==> src/rtl/rx_fc_credit_manager_pkg.sv <==
// Shared FC types and credit helpers for the Rx credit manager and its counters.
// Pure package: no logic, no latency, no backpressure.
package rx_fc_credit_manager_pkg;

    typedef enum logic [1:0] {
        FC_P   = 2'd0,
        FC_NP  = 2'd1,
        FC_CPL = 2'd2,
        FC_X   = 2'd3
    } fc_type_e;

    typedef enum logic {
        S_INIT   = 1'b0,
        S_ACTIVE = 1'b1
    } fc_state_e;

    localparam int TLP_DW_WIDTH = 11;

    function automatic logic [9:0] fc_dw_to_credits(input logic [TLP_DW_WIDTH-1:0] dw);
        logic [11:0] sum;
        sum = {1'b0, dw} + 12'd3;
        return sum[11:2];
    endfunction

    function automatic logic [2:0] fc_onehot(input fc_type_e t);
        case (t)
            FC_P:    return 3'b001;
            FC_NP:   return 3'b010;
            FC_CPL:  return 3'b100;
            default: return 3'b000;
        endcase
    endfunction

    function automatic fc_type_e fc_next(input fc_type_e t);
        case (t)
            FC_P:    return FC_NP;
            FC_NP:   return FC_CPL;
            default: return FC_P;
        endcase
    endfunction

endpackage

==> src/rtl/rx_fc_credit_manager_if.sv <==
// FC advertisement channel towards the Data Link Layer (valid/ready).
// master = credit manager, slave = DLL; value holds while valid && !ready.
interface rx_fc_credit_manager_if #(
    parameter int HW = 12,
    parameter int DW = 16
);
    import rx_fc_credit_manager_pkg::*;

    logic          fc_valid;
    logic          fc_ready;
    logic          fc_init;
    fc_type_e      fc_type;
    logic [HW-1:0] fc_hdr;
    logic [DW-1:0] fc_data;

    modport master (output fc_valid, fc_init, fc_type, fc_hdr, fc_data, input fc_ready);
    modport slave  (input fc_valid, fc_init, fc_type, fc_hdr, fc_data, output fc_ready);
endinterface

==> src/rtl/rx_fc_credit_counter.sv <==
// Per-type CA/CR header+data counters with the receiver overflow compare.
// CA/CR update one cycle after rx/release; o_ovf is combinational on the incoming TLP; no backpressure.
module rx_fc_credit_counter
    import rx_fc_credit_manager_pkg::*;
#(
    parameter int HW        = 12,
    parameter int DW        = 16,
    parameter int INIT_HDR  = 30,
    parameter int INIT_DATA = 1000
) (
    input  logic                    clk,
    input  logic                    arst,
    input  logic                    i_rx_vld,
    input  logic [TLP_DW_WIDTH-1:0] i_rx_dw,
    input  logic                    i_rel_vld,
    input  logic [TLP_DW_WIDTH-1:0] i_rel_dw,
    output logic [HW-1:0]           o_ca_hdr,
    output logic [DW-1:0]           o_ca_data,
    output logic                    o_ovf
);
    localparam bit            HDR_FIN  = (INIT_HDR != 0);
    localparam bit            DAT_FIN  = (INIT_DATA != 0);
    localparam logic [HW-1:0] HDR_HALF = {1'b1, {(HW-1){1'b0}}};
    localparam logic [DW-1:0] DAT_HALF = {1'b1, {(DW-1){1'b0}}};

    logic [HW-1:0] r_ca_hdr, r_cr_hdr, w_cr_hdr_nxt, w_hdr_room;
    logic [DW-1:0] r_ca_data, r_cr_data, w_cr_data_nxt, w_data_room;
    logic [DW-1:0] w_rx_cost, w_rel_cost;

    assign w_rx_cost     = DW'(fc_dw_to_credits(i_rx_dw));
    assign w_rel_cost    = DW'(fc_dw_to_credits(i_rel_dw));
    assign w_cr_hdr_nxt  = r_cr_hdr + HW'(1);
    assign w_cr_data_nxt = r_cr_data + w_rx_cost;

    // Room left after this TLP; above half range means CR has passed CA.
    assign w_hdr_room  = r_ca_hdr - w_cr_hdr_nxt;
    assign w_data_room = r_ca_data - w_cr_data_nxt;
    assign o_ovf = i_rx_vld && ((HDR_FIN && (w_hdr_room > HDR_HALF)) ||
                                (DAT_FIN && (w_data_room > DAT_HALF)));

    always_ff @(posedge clk) begin
        if (arst) begin
            r_ca_hdr  <= HW'(INIT_HDR);
            r_ca_data <= DW'(INIT_DATA);
            r_cr_hdr  <= '0;
            r_cr_data <= '0;
        end else begin
            if (i_rx_vld) begin
                r_cr_hdr  <= w_cr_hdr_nxt;
                r_cr_data <= w_cr_data_nxt;
            end
            if (i_rel_vld && HDR_FIN) r_ca_hdr  <= r_ca_hdr + HW'(1);
            if (i_rel_vld && DAT_FIN) r_ca_data <= r_ca_data + w_rel_cost;
        end
    end

    assign o_ca_hdr  = r_ca_hdr;
    assign o_ca_data = r_ca_data;
endmodule

==> src/rtl/rx_fc_credit_manager.sv <==
// Rx FC credit manager: InitFC rotation, then UpdateFC P>NP>CPL; optional refresh timer via RX_FC_UPDATE_TIMER_EN.
// Release->fc_valid >= 2 cycles, TLP->overflow 1 cycle; presented value held while fc_ready low.
module rx_fc_credit_manager
    import rx_fc_credit_manager_pkg::*;
#(
    parameter int FC_HDR_WIDTH  = 12,
    parameter int FC_DATA_WIDTH = 16,
    parameter int INIT_P_HDR    = 30,
    parameter int INIT_NP_HDR   = 15,
    parameter int INIT_CPL_HDR  = 30,
    parameter int INIT_P_DATA   = 1000,
    parameter int INIT_NP_DATA  = 1000,
    parameter int INIT_CPL_DATA = 1000,
    parameter int UPDATE_PERIOD = 1024
) (
    input  logic                    clk,
    input  logic                    arst,
    input  logic                    rx_tlp_valid,
    input  fc_type_e                rx_tlp_type,
    input  logic [TLP_DW_WIDTH-1:0] rx_tlp_dw,
    input  logic                    rel_valid,
    input  fc_type_e                rel_type,
    input  logic [TLP_DW_WIDTH-1:0] rel_dw,
    input  logic                    fc_init_done,
    output logic                    fc_overflow,
    output fc_type_e                fc_overflow_type,
    rx_fc_credit_manager_if.master  fc_if
);
    localparam logic [2:0] FIN_MASK = {(INIT_CPL_HDR != 0) || (INIT_CPL_DATA != 0),
                                       (INIT_NP_HDR  != 0) || (INIT_NP_DATA  != 0),
                                       (INIT_P_HDR   != 0) || (INIT_P_DATA   != 0)};

    logic [3:0][FC_HDR_WIDTH-1:0]  w_ca_hdr;
    logic [3:0][FC_DATA_WIDTH-1:0] w_ca_data;
    logic [2:0] w_ovf, r_pend, w_hs_mask, w_rel_set, w_timer_set, w_avail;
    fc_state_e  r_state, w_state_nxt;
    fc_type_e   r_ptr, w_ptr_nxt;
    logic       w_hs, w_free;

    logic                     r_fc_valid, r_fc_init, w_fc_valid_nxt, w_fc_init_nxt;
    fc_type_e                 r_fc_type, w_fc_type_nxt;
    logic [FC_HDR_WIDTH-1:0]  r_fc_hdr, w_fc_hdr_nxt;
    logic [FC_DATA_WIDTH-1:0] r_fc_data, w_fc_data_nxt;
    logic                     r_ovf;
    fc_type_e                 r_ovf_type;

    rx_fc_credit_counter #(.HW(FC_HDR_WIDTH), .DW(FC_DATA_WIDTH), .INIT_HDR(INIT_P_HDR), .INIT_DATA(INIT_P_DATA)) u_cnt_p (
        .clk(clk), .arst(arst),
        .i_rx_vld(rx_tlp_valid && (rx_tlp_type == FC_P)), .i_rx_dw(rx_tlp_dw),
        .i_rel_vld(rel_valid && (rel_type == FC_P)), .i_rel_dw(rel_dw),
        .o_ca_hdr(w_ca_hdr[0]), .o_ca_data(w_ca_data[0]), .o_ovf(w_ovf[0]));
    rx_fc_credit_counter #(.HW(FC_HDR_WIDTH), .DW(FC_DATA_WIDTH), .INIT_HDR(INIT_NP_HDR), .INIT_DATA(INIT_NP_DATA)) u_cnt_np (
        .clk(clk), .arst(arst),
        .i_rx_vld(rx_tlp_valid && (rx_tlp_type == FC_NP)), .i_rx_dw(rx_tlp_dw),
        .i_rel_vld(rel_valid && (rel_type == FC_NP)), .i_rel_dw(rel_dw),
        .o_ca_hdr(w_ca_hdr[1]), .o_ca_data(w_ca_data[1]), .o_ovf(w_ovf[1]));
    rx_fc_credit_counter #(.HW(FC_HDR_WIDTH), .DW(FC_DATA_WIDTH), .INIT_HDR(INIT_CPL_HDR), .INIT_DATA(INIT_CPL_DATA)) u_cnt_cpl (
        .clk(clk), .arst(arst),
        .i_rx_vld(rx_tlp_valid && (rx_tlp_type == FC_CPL)), .i_rx_dw(rx_tlp_dw),
        .i_rel_vld(rel_valid && (rel_type == FC_CPL)), .i_rel_dw(rel_dw),
        .o_ca_hdr(w_ca_hdr[2]), .o_ca_data(w_ca_data[2]), .o_ovf(w_ovf[2]));
    assign w_ca_hdr[3]  = '0;
    assign w_ca_data[3] = '0;

`ifdef RX_FC_UPDATE_TIMER_EN
    localparam int TMR_W = (UPDATE_PERIOD > 1) ? $clog2(UPDATE_PERIOD) : 1;
    logic [TMR_W-1:0] r_tmr;
    logic             w_tmr_expire;
    assign w_tmr_expire = (r_state == S_ACTIVE) && (r_tmr == TMR_W'(UPDATE_PERIOD - 1));
    always_ff @(posedge clk) begin
        if (arst || (r_state != S_ACTIVE) || w_tmr_expire) r_tmr <= '0;
        else                                               r_tmr <= r_tmr + TMR_W'(1);
    end
    assign w_timer_set = w_tmr_expire ? FIN_MASK : 3'b000;
`else
    logic w_unused_period;
    assign w_unused_period = (UPDATE_PERIOD != 0);
    assign w_timer_set     = 3'b000;
`endif

    assign w_hs      = r_fc_valid && fc_if.fc_ready;
    assign w_free    = !r_fc_valid || fc_if.fc_ready;
    assign w_hs_mask = (w_hs && !r_fc_init) ? fc_onehot(r_fc_type) : 3'b000;
    assign w_rel_set = rel_valid ? (fc_onehot(rel_type) & FIN_MASK) : 3'b000;
    // A type just accepted is not eligible again this cycle; a same-cycle release re-arms it.
    assign w_avail   = r_pend & ~w_hs_mask;
    assign w_ptr_nxt = (w_hs && r_fc_init) ? fc_next(r_ptr) : r_ptr;

    always_ff @(posedge clk) begin
        if (arst) begin
            r_state <= S_INIT;
            r_ptr   <= FC_P;
            r_pend  <= '0;
        end else begin
            r_state <= w_state_nxt;
            r_ptr   <= w_ptr_nxt;
            r_pend  <= w_avail | w_rel_set | w_timer_set;
        end
    end

    always_comb begin
        w_state_nxt = r_state;
        if ((r_state == S_INIT) && fc_init_done && w_free) w_state_nxt = S_ACTIVE;
    end

    always_comb begin
        w_fc_valid_nxt = r_fc_valid;
        w_fc_init_nxt  = r_fc_init;
        w_fc_type_nxt  = r_fc_type;
        w_fc_hdr_nxt   = r_fc_hdr;
        w_fc_data_nxt  = r_fc_data;
        if (w_free) begin
            if (w_state_nxt == S_INIT) begin
                w_fc_valid_nxt = 1'b1;
                w_fc_init_nxt  = 1'b1;
                w_fc_type_nxt  = w_ptr_nxt;
            end else begin
                w_fc_init_nxt  = 1'b0;
                w_fc_valid_nxt = |w_avail;
                if      (w_avail[0]) w_fc_type_nxt = FC_P;
                else if (w_avail[1]) w_fc_type_nxt = FC_NP;
                else if (w_avail[2]) w_fc_type_nxt = FC_CPL;
            end
            if (w_fc_valid_nxt) begin
                w_fc_hdr_nxt  = w_ca_hdr[w_fc_type_nxt];
                w_fc_data_nxt = w_ca_data[w_fc_type_nxt];
            end
        end
    end

    always_ff @(posedge clk) begin
        if (arst) begin
            r_fc_valid <= 1'b0;
            r_fc_init  <= 1'b0;
            r_fc_type  <= FC_P;
            r_fc_hdr   <= '0;
            r_fc_data  <= '0;
            r_ovf      <= 1'b0;
            r_ovf_type <= FC_P;
        end else begin
            r_fc_valid <= w_fc_valid_nxt;
            r_fc_init  <= w_fc_init_nxt;
            r_fc_type  <= w_fc_type_nxt;
            r_fc_hdr   <= w_fc_hdr_nxt;
            r_fc_data  <= w_fc_data_nxt;
            r_ovf      <= |w_ovf;
            if (|w_ovf) r_ovf_type <= w_ovf[0] ? FC_P : (w_ovf[1] ? FC_NP : FC_CPL);
        end
    end

    assign fc_if.fc_valid   = r_fc_valid;
    assign fc_if.fc_init    = r_fc_init;
    assign fc_if.fc_type    = r_fc_type;
    assign fc_if.fc_hdr     = r_fc_hdr;
    assign fc_if.fc_data    = r_fc_data;
    assign fc_overflow      = r_ovf;
    assign fc_overflow_type = r_ovf_type;
endmodule
==> src/flat_wrapper.sv <==
// flat-port wrapper written by rule: the top's interface ports become plain ports
module rx_fc_credit_manager_flat import rx_fc_credit_manager_pkg::*;
#(
    parameter int FC_HDR_WIDTH  = 12,
    parameter int FC_DATA_WIDTH = 16,
    parameter int INIT_P_HDR    = 30,
    parameter int INIT_NP_HDR   = 15,
    parameter int INIT_CPL_HDR  = 30,
    parameter int INIT_P_DATA   = 1000,
    parameter int INIT_NP_DATA  = 1000,
    parameter int INIT_CPL_DATA = 1000,
    parameter int UPDATE_PERIOD = 1024
)
  (clk, arst, rx_tlp_valid, rx_tlp_type, rx_tlp_dw, rel_valid, rel_type, rel_dw, fc_init_done, fc_overflow, fc_overflow_type, fc_if_fc_valid, fc_if_fc_init, fc_if_fc_type, fc_if_fc_hdr, fc_if_fc_data, fc_if_fc_ready);
  rx_fc_credit_manager_if fc_if_i ();
  input  logic clk;
  input  logic arst;
  input  logic rx_tlp_valid;
  input  fc_type_e rx_tlp_type;
  input  logic [TLP_DW_WIDTH-1:0] rx_tlp_dw;
  input  logic rel_valid;
  input  fc_type_e rel_type;
  input  logic [TLP_DW_WIDTH-1:0] rel_dw;
  input  logic fc_init_done;
  output logic fc_overflow;
  output fc_type_e fc_overflow_type;
  output wire logic [$bits(fc_if_i.fc_valid)-1:0] fc_if_fc_valid;
  output wire logic [$bits(fc_if_i.fc_init)-1:0] fc_if_fc_init;
  output wire logic [$bits(fc_if_i.fc_type)-1:0] fc_if_fc_type;
  output wire logic [$bits(fc_if_i.fc_hdr)-1:0] fc_if_fc_hdr;
  output wire logic [$bits(fc_if_i.fc_data)-1:0] fc_if_fc_data;
  input wire logic [$bits(fc_if_i.fc_ready)-1:0] fc_if_fc_ready;
  assign fc_if_fc_valid = fc_if_i.fc_valid;
  assign fc_if_fc_init = fc_if_i.fc_init;
  assign fc_if_fc_type = fc_if_i.fc_type;
  assign fc_if_fc_hdr = fc_if_i.fc_hdr;
  assign fc_if_fc_data = fc_if_i.fc_data;
  assign fc_if_i.fc_ready = fc_if_fc_ready;
  rx_fc_credit_manager #(.FC_HDR_WIDTH(FC_HDR_WIDTH), .FC_DATA_WIDTH(FC_DATA_WIDTH), .INIT_P_HDR(INIT_P_HDR), .INIT_NP_HDR(INIT_NP_HDR), .INIT_CPL_HDR(INIT_CPL_HDR), .INIT_P_DATA(INIT_P_DATA), .INIT_NP_DATA(INIT_NP_DATA), .INIT_CPL_DATA(INIT_CPL_DATA), .UPDATE_PERIOD(UPDATE_PERIOD)) u_core (.clk(clk), .arst(arst), .rx_tlp_valid(rx_tlp_valid), .rx_tlp_type(rx_tlp_type), .rx_tlp_dw(rx_tlp_dw), .rel_valid(rel_valid), .rel_type(rel_type), .rel_dw(rel_dw), .fc_init_done(fc_init_done), .fc_overflow(fc_overflow), .fc_overflow_type(fc_overflow_type), .fc_if(fc_if_i));
endmodule
==> config.mk <==
export PLATFORM = sky130hd
export DESIGN_NAME = rx_fc_credit_manager_flat
export DESIGN_NICKNAME = d
export VERILOG_FILES = /design/src/rtl/rx_fc_credit_manager_pkg.sv /design/src/rtl/rx_fc_credit_manager_if.sv /design/src/rtl/rx_fc_credit_counter.sv /design/src/rtl/rx_fc_credit_manager.sv /design/src/flat_wrapper.sv
export SDC_FILE = /design/constraint.sdc
export NUM_CORES = 1
export LEC_CHECK = 0
export ABC_CLOCK_PERIOD_IN_PS = 7150
export CORE_ASPECT_RATIO = 1.4
export CORE_MARGIN = 2
export CORE_UTILIZATION = 50
export CTS_BUF_LIST = sky130_fd_sc_hd__clkbuf_4 sky130_fd_sc_hd__clkbuf_8 sky130_fd_sc_hd__clkbuf_16
export DETAILED_ROUTE_END_ITERATION = 7
export GPL_ROUTABILITY_DRIVEN = 0
export PLACE_DENSITY = 0.75
export SLEW_MARGIN = 10
export SYNTH_ARGS = -nofsm -noshare
export SYNTH_HDL_FRONTEND = slang
export SYNTH_HIERARCHICAL = 1
export SYNTH_SLANG_ARGS = --single-unit
==> constraint.sdc <==
create_clock -name clk -period 7.15 [get_ports clk]
set_input_delay 1.7875 -clock clk [delete_from_list [all_inputs] [get_ports clk]]
set_output_delay 1.7875 -clock clk [all_outputs]
set_load 0.03 [all_outputs]
logic_types.png
Scale: 1.5 px per um.
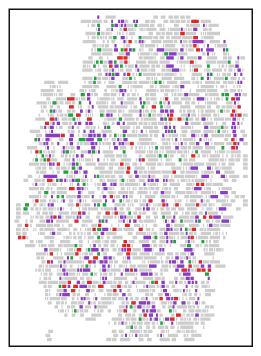
| color | family | cells | most used |
|---|---|---|---|
| purple | inverting AOI/OAI gates | 382 | a21oi_1 |
| red | AND-OR and OR-AND gates | 108 | o21a_1 |
| green | AND and OR gates | 114 | and3_1 |
Layout Cells excl Fill: 2697
logic share of the area: 0.6230
dominant logic cell type in the layout: nor2_1

layer_met3.png
Scale: 2 px per um.
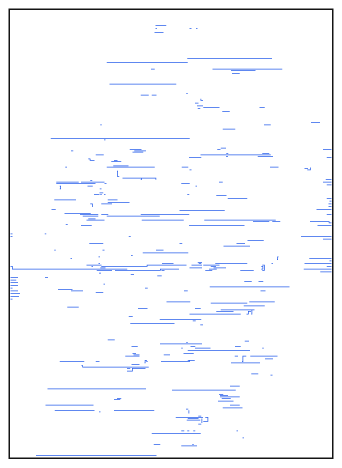
nets with wire on the layer: 188
share of all routed wire: 4.3%
longest straight run: 69.2 um
main direction: horizontal
drt total wl: 45.56 mm
vias: 15830
grt met3 use: 0.02611

==> flow_summary.toml <==
# yosys + openroad results
[worst_setup_path]
setup.worst_path.class = "input port to register"
required_ns = 7.61
startpoint = "rx_tlp_dw[1]"
cp_max_fo = 6

[timing]
fmax_ghz = 0.1462
period_needed_ns = 6.842
drv_slew = 0
worstMarginPinSlew_ns = 1.029
timing.setup.tns_ns = 0
hold_violations = 0

[place]
place_worst_setup_slack_ns = -0.2274
placed_cell_area_um2 = 18780
numPortBuffers = 66

[outcome]
outcome = "finished clean"

[clocking]
cts_sinks = 209
cts-root-buf = "clkbuf_16"
cts_tree = "yes"
htree_levels = 1
ctsResizeCount = 0

[run]
cap_violations = 0

[synth]
syn_nets = 2299
ys_ff = 209
synth.distinct_cells = 116
edf_count = 0
avgSynthCellArea_um2 = 8.135
yosysSeqAreaShare = 0.2426

[power_and_ir_drop]
fin_total_pwr_mw = 3.406
combPwrFrac = 0.285

[grt]
grt_max_degree = 87
congestion.png
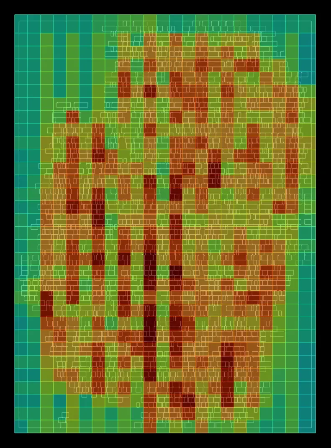
drt wl/cell: 16.89 um
met1 usage: 0.2948
Total GRT Usage: 0.2485
post-layout util: 0.5741
Most Used Layer, Global Route: met2

placement_by_type.png
Scale: 1.5 px per um. Fill, decap, tap and diode cells in gray.
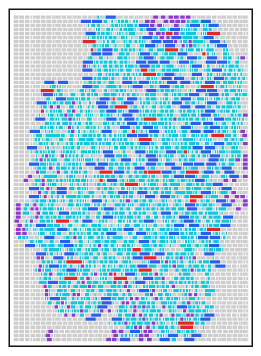
| color | class | cells | share of their area |
|---|---|---|---|
| blue | flops | 209 | 22% |
| red | clock drivers and dummy loads | 37 | 3.8% |
| cyan | combinational and other logic | 1834 | 67% |
| purple | other buffers and delay cells | 166 | 7.4% |
core box area: 34030 um^2
Core Rows: 80
flop share of the area: 0.2142
Final Instance Area: 19540 um^2

[flip-flops by register name, summed over array words and instances, names as in the netlist, 2 cells and up]
| signal | count |
|---|---|
| u_core/u_cnt_np/r_cr_data | 16 |
| u_core/u_cnt_np/o_ca_hdr | 12 |
| u_core/fc_if.fc_data | 16 |
| u_core/u_cnt_p/r_cr_data | 16 |
| u_core/fc_if.fc_type | 2 |
| u_core/u_cnt_np/o_ca_data | 16 |
| u_core/r_ptr | 2 |
| u_core/u_cnt_cpl/o_ca_hdr | 12 |
| u_core/r_pend | 3 |
| u_core/fc_if.fc_hdr | 12 |
| u_core/u_cnt_p/o_ca_data | 16 |
| u_core/u_cnt_p/o_ca_hdr | 12 |
| u_core/u_cnt_p/r_cr_hdr | 12 |
| u_core/u_cnt_cpl/r_cr_hdr | 12 |
| u_core/u_cnt_np/r_cr_hdr | 12 |
| u_core/fc_overflow_type | 2 |
| u_core/u_cnt_cpl/r_cr_data | 16 |
| u_core/u_cnt_cpl/o_ca_data | 16 |
[cell families after synthesis]
| kind of cell | synth area share |
|---|---|
| flip-flops | 0.2426 |
| AND-OR/OR-AND | 0.2096 |
| adder cells (fa/ha/maj) | 0.1156 |
| buffers and inverters | 0.05383 |
| AND/OR/NAND/NOR | 0.2139 |
| XOR/XNOR | 0.1239 |
| multiplexers | 0.04055 |
[per-layer routing]
layer / vias to the layer above / part of all wire
li1: 7800 / -
met1: 7507 / 0.42
met2: 415 / 0.49
met3: 105 / 0.043
met4: 2 / 0.045
met5: - / 0.00037
[synthesized netlist by cell type, types with 11 or more instances]
cell      count
xor2_1      109
or3_1        25
a211o_1      14
o21bai_1     23
and2_1       11
buf_1        12
nor2_1      232
o211ai_1     16
a21o_1       29
or2_2        14
fa_1         12
a211oi_1     21
a31oi_1      11
nand2b_1     15
and3_1       38
mux2i_1      62
clkbuf_1     43
o21a_1       30
nand4_1      26
a21oi_1     104
xnor2_1     135
o21ai_0      86
nor3_1       41
nand3_1      65
nand2_1     180
dfxtp_1     209
inv_1       126
nor2b_1      37
o221ai_2     20
ha_1        135
[area by class of cell]
cell class	count	area, um^2
fillers	3093	14500
inverters	128	480.5
repair buffers	166	1409
well taps	451	564.3
flip-flops and latches	209	4184
clock inverters	9	113.9
multi-input cells	1706	12170
clock buffers	28	614.3
[power by group through the flow]
stage	combinational, mW	sequential (mW)	clock (mW)
after floorplan	0.654	1.29	0
after global routing	1.06	1.26	1.25
after global placement	0.923	1.28	0
after CTS	0.956	1.26	1.21
after detailed placement	0.949	1.28	0
final	0.969	1.26	1.18
[worst min-delay path, stage by stage, from the launching register on]
cell	delay [ns]
dfxtp_1	0.33
nand2_1	0.06
o221ai_2	0.05
